<file path="src/rtl/alu_issue.sv">
// alu_issue: command FIFO feeding a one-deep issue stage and a response register around an external combinational ALU.
module alu_issue #(
  parameter int DEPTH = 4
) (
  input  logic        clk,
  input  logic        rst,
  input  logic        cmd_valid,
  output logic        cmd_ready,
  input  logic [3:0]  cmd_op,
  input  logic [31:0] cmd_a,
  input  logic [31:0] cmd_b,
  input  logic [3:0]  cmd_tag,
  output logic [31:0] alu_a,
  output logic [31:0] alu_b,
  output logic [3:0]  alu_op,
  input  logic [31:0] alu_result,
  output logic        rsp_valid,
  input  logic        rsp_ready,
  output logic [31:0] rsp_result,
  output logic [3:0]  rsp_tag,
  output logic        rsp_err,
  output logic        busy,
  output logic [15:0] op_count
);
  localparam int AW = $clog2(DEPTH);
  logic [3:0]  op_mem [DEPTH];
  logic [31:0] a_mem [DEPTH];
  logic [31:0] b_mem [DEPTH];
  logic [3:0]  tag_mem [DEPTH];
  logic [AW-1:0] wr_ptr, rd_ptr;
  logic [AW:0]   count;
  logic ex_valid;
  logic [3:0] ex_tag;
  logic full, empty, push, pop, rsp_free, ex_free, capture;
  // cmd_ready looks only at occupancy, never at a same-cycle pop
  always_comb begin
    full      = count == (AW+1)'(DEPTH);
    empty     = count == '0;
    cmd_ready = !full;
    push      = cmd_valid && !full;
    rsp_free  = !rsp_valid || rsp_ready;
    ex_free   = !ex_valid || rsp_free;
    pop       = !empty && ex_free;
    capture   = ex_valid && rsp_free;
    busy      = !empty || ex_valid || rsp_valid;
  end
  always_ff @(posedge clk) begin
    if (push) begin
      op_mem[wr_ptr]  <= cmd_op;
      a_mem[wr_ptr]   <= cmd_a;
      b_mem[wr_ptr]   <= cmd_b;
      tag_mem[wr_ptr] <= cmd_tag;
    end
  end
  always_ff @(posedge clk or posedge rst) begin
    if (rst) begin
      wr_ptr     <= '0;
      rd_ptr     <= '0;
      count      <= '0;
      ex_valid   <= 1'b0;
      ex_tag     <= '0;
      alu_a      <= '0;
      alu_b      <= '0;
      alu_op     <= '0;
      rsp_valid  <= 1'b0;
      rsp_result <= '0;
      rsp_tag    <= '0;
      rsp_err    <= 1'b0;
      op_count   <= '0;
    end else begin
      if (push) wr_ptr <= wr_ptr + 1'b1;
      if (pop) rd_ptr <= rd_ptr + 1'b1;
      count <= count + {{AW{1'b0}}, push} - {{AW{1'b0}}, pop};
      if (pop) begin
        ex_valid <= 1'b1;
        alu_op   <= op_mem[rd_ptr];
        alu_a    <= a_mem[rd_ptr];
        alu_b    <= b_mem[rd_ptr];
        ex_tag   <= tag_mem[rd_ptr];
      end else if (rsp_free) ex_valid <= 1'b0;
      if (capture) begin
        rsp_valid  <= 1'b1;
        rsp_result <= alu_result;
        rsp_tag    <= ex_tag;
        rsp_err    <= alu_op > 4'd4;
      end else if (rsp_ready) rsp_valid <= 1'b0;
      if (rsp_valid && rsp_ready) op_count <= op_count + 16'd1;
    end
  end
endmodule
</file>
<file path="config.mk">
export PLATFORM = sky130hd
export DESIGN_NAME = alu_issue
export DESIGN_NICKNAME = d
export VERILOG_FILES = /design/src/rtl/alu_issue.sv
export SDC_FILE = /design/constraint.sdc
export NUM_CORES = 1
export LEC_CHECK = 0
export ABC_AREA = 0
export CAP_MARGIN = 30
export CORE_MARGIN = 2
export CORE_UTILIZATION = 55
export CTS_BUF_LIST = sky130_fd_sc_hd__clkbuf_4 sky130_fd_sc_hd__clkbuf_8
export DETAILED_ROUTE_END_ITERATION = 8
export GPL_TIMING_DRIVEN = 0
export PLACE_DENSITY = 0.9
export REMOVE_ABC_BUFFERS = 1
export SLEW_MARGIN = 0
export SYNTH_ARGS = -nofsm -noshare
export SYNTH_HDL_FRONTEND = slang
export SYNTH_SLANG_ARGS = --single-unit
</file>
<file path="constraint.sdc">
create_clock -name clk -period 8.4 [get_ports clk]
set_clock_uncertainty 0.05 [all_clocks]
set_input_delay 0.84 -clock clk [delete_from_list [all_inputs] [get_ports clk]]
set_output_delay 0.84 -clock clk [all_outputs]
set_load 0.005 [all_outputs]
</file>
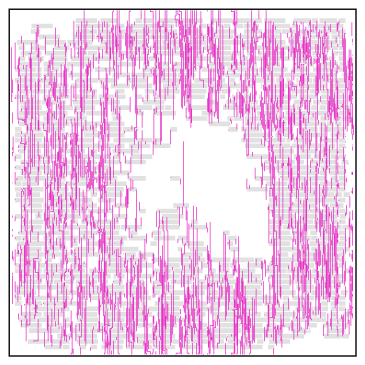
(met2 routing)
(2 px per um)
The longest straight run is 78.0 um. The wires run mostly vertical.

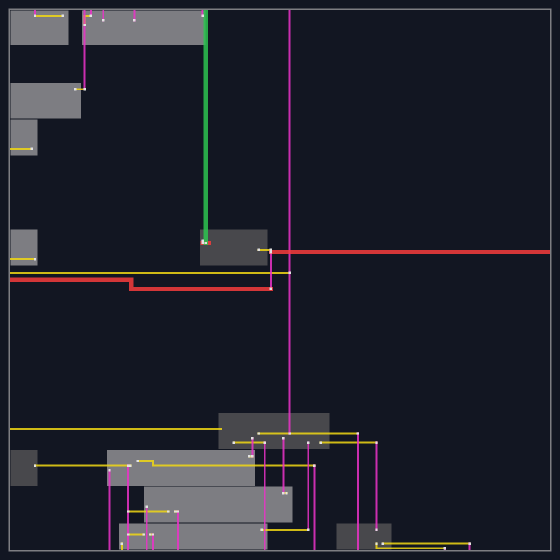
(a small window of the routed layout)
Region (66, 66) to (106, 106) um. Cells in grey, sequential cells in the stronger grey; small squares are vias.
Red stands for metal 3. Magenta stands for metal 2. Green stands for metal 4. Yellow stands for metal 1.
Sequential cells in the window: 4. 8 logic cells have their middle in the window. Netlist names of flops here include `a_mem` (3), `alu_b` (1). Most frequent: edfxtp_1 (3).

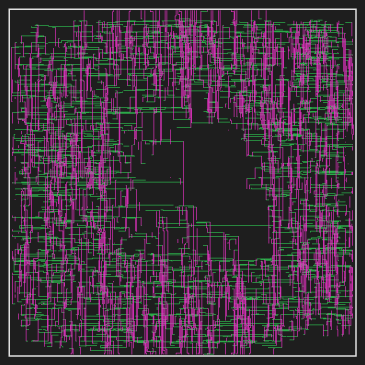
(wiring by layer)
(2 px per um) Two of the layers only.
Magenta stands for metal 2, wire length 15600 um. Green stands for metal 1, wire length 11800 um.

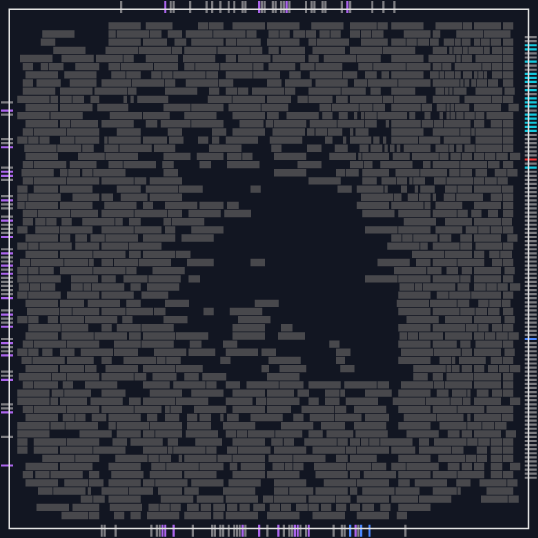
(pin map)
(3 px per um) Pins as bars across the die edge, other pins in grey.
Red stands for `rsp_ready`, pins 1, direction input, edge east. Purple stands for `cmd_a`, pins 32, direction input, edge 18 west, 10 south, 4 north. Blue stands for `cmd_op`, pins 4, direction input, edge 3 south, 1 east. Cyan stands for `op_count`, pins 16, direction output, edge east.
All pins by edge: 109 east, 51 west, 40 south, 32 north.
Die Wd: 173 um
port buffer count: 231
Die Ht: 173 um

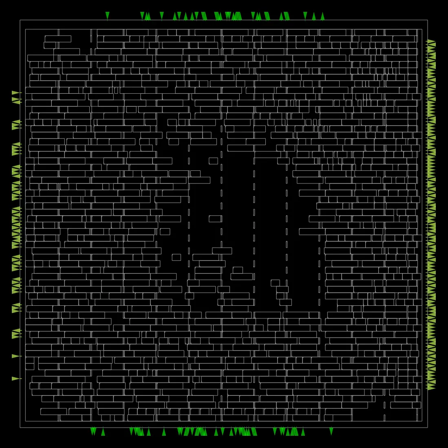
(cell placement)
final core occ: 71.4%
Filler Cell Count: 1596

==> results.sh <==
# yosys + openroad results
export IMPL_hold_viol_final=0
export IMPL_die_area_um2=29800
export IMPL_period_used_pct=36.0
export IMPL_ys_async_sr_fraction_pct=31.8
export IMPL_slew_violations=0
export IMPL_top_layer="met5"
export IMPL_ioPinCount=232
export IMPL_first_global_vias=8623
export IMPL_total_power_mw=6.91
export IMPL_place_area_um2=18500
export IMPL_drt_total_wl_um=30400
export IMPL_hold_start="op_count[15]$_DFFE_PP0P_"
export IMPL_yosysCellCount=716
export IMPL_n_all_buffers=241
export IMPL_combPwrFrac_pct=28.9
export IMPL_cts_htree_levels=3
export IMPL_use_met1_pct=26.5
export IMPL_synth_warning_count=0
export IMPL_clock_area_share_pct=6.96
export IMPL_swShare_pct=26.7
export IMPL_dominant_cells="flip-flops and latches"
export IMPL_cts_buffers=66
export IMPL_mostFrequentLayoutCell="edfxtp_1"
export IMPL_grt_max_degree=71
export IMPL_warnings=28
export IMPL_cts_hold_fix_buffers=0
export IMPL_hp_class="flop to flop"
export IMPL_place_ws_ns=4.96
export IMPL_path_buffers=1
export IMPL_p_int_mw=5.07
export IMPL_r2r_cells=9
export IMPL_leakagePower_nw=7.12
export IMPL_r2r_end="count[2]$_DFF_PP0_"
export IMPL_netlist_area_leader_share_pct=55.3
export IMPL_rsz0062_at_grt="no"
export IMPL_reg_top3="a_mem (128), b_mem (128)"
export IMPL_xor_share_pct=1.12
export IMPL_p_sw_mw=1.84
export IMPL_nNonClkInverters=9
export IMPL_status="completed"
export IMPL_wl_met2_um=15600
export IMPL_ff_latch_area_um2=12000
export IMPL_layout_cells_non_filler=1426
export IMPL_peakVddDrop_mv=0.207
export IMPL_power_group_top="sequential cells"
export IMPL_sh_comb_area_pct=17.2
export IMPL_cp_startpoint="count[0]$_DFF_PP0_"
export IMPL_min_to="op_count[15]$_DFFE_PP0P_"
export IMPL_powerSeq_mw=3.15
export IMPL_synth_cellmix_compoundShare_pct=0.112
export IMPL_holdPathStages=1
export IMPL_wl_met3_um=2310
export IMPL_critPathCapture="busy"
export IMPL_synth_cell_types=28
export IMPL_nonClkBufAreaFrac_pct=12.9
export IMPL_ys_flop_type="edfxtp_1"
export IMPL_seq_area_share_pct=60.4
export IMPL_ys_flops=422
export IMPL_post_cts_resized=0
export IMPL_clock_net_power_mw=1.76
export IMPL_cp_data_required_time_ns=7.51
export IMPL_drc=0
export IMPL_vias_per_cell=5.44
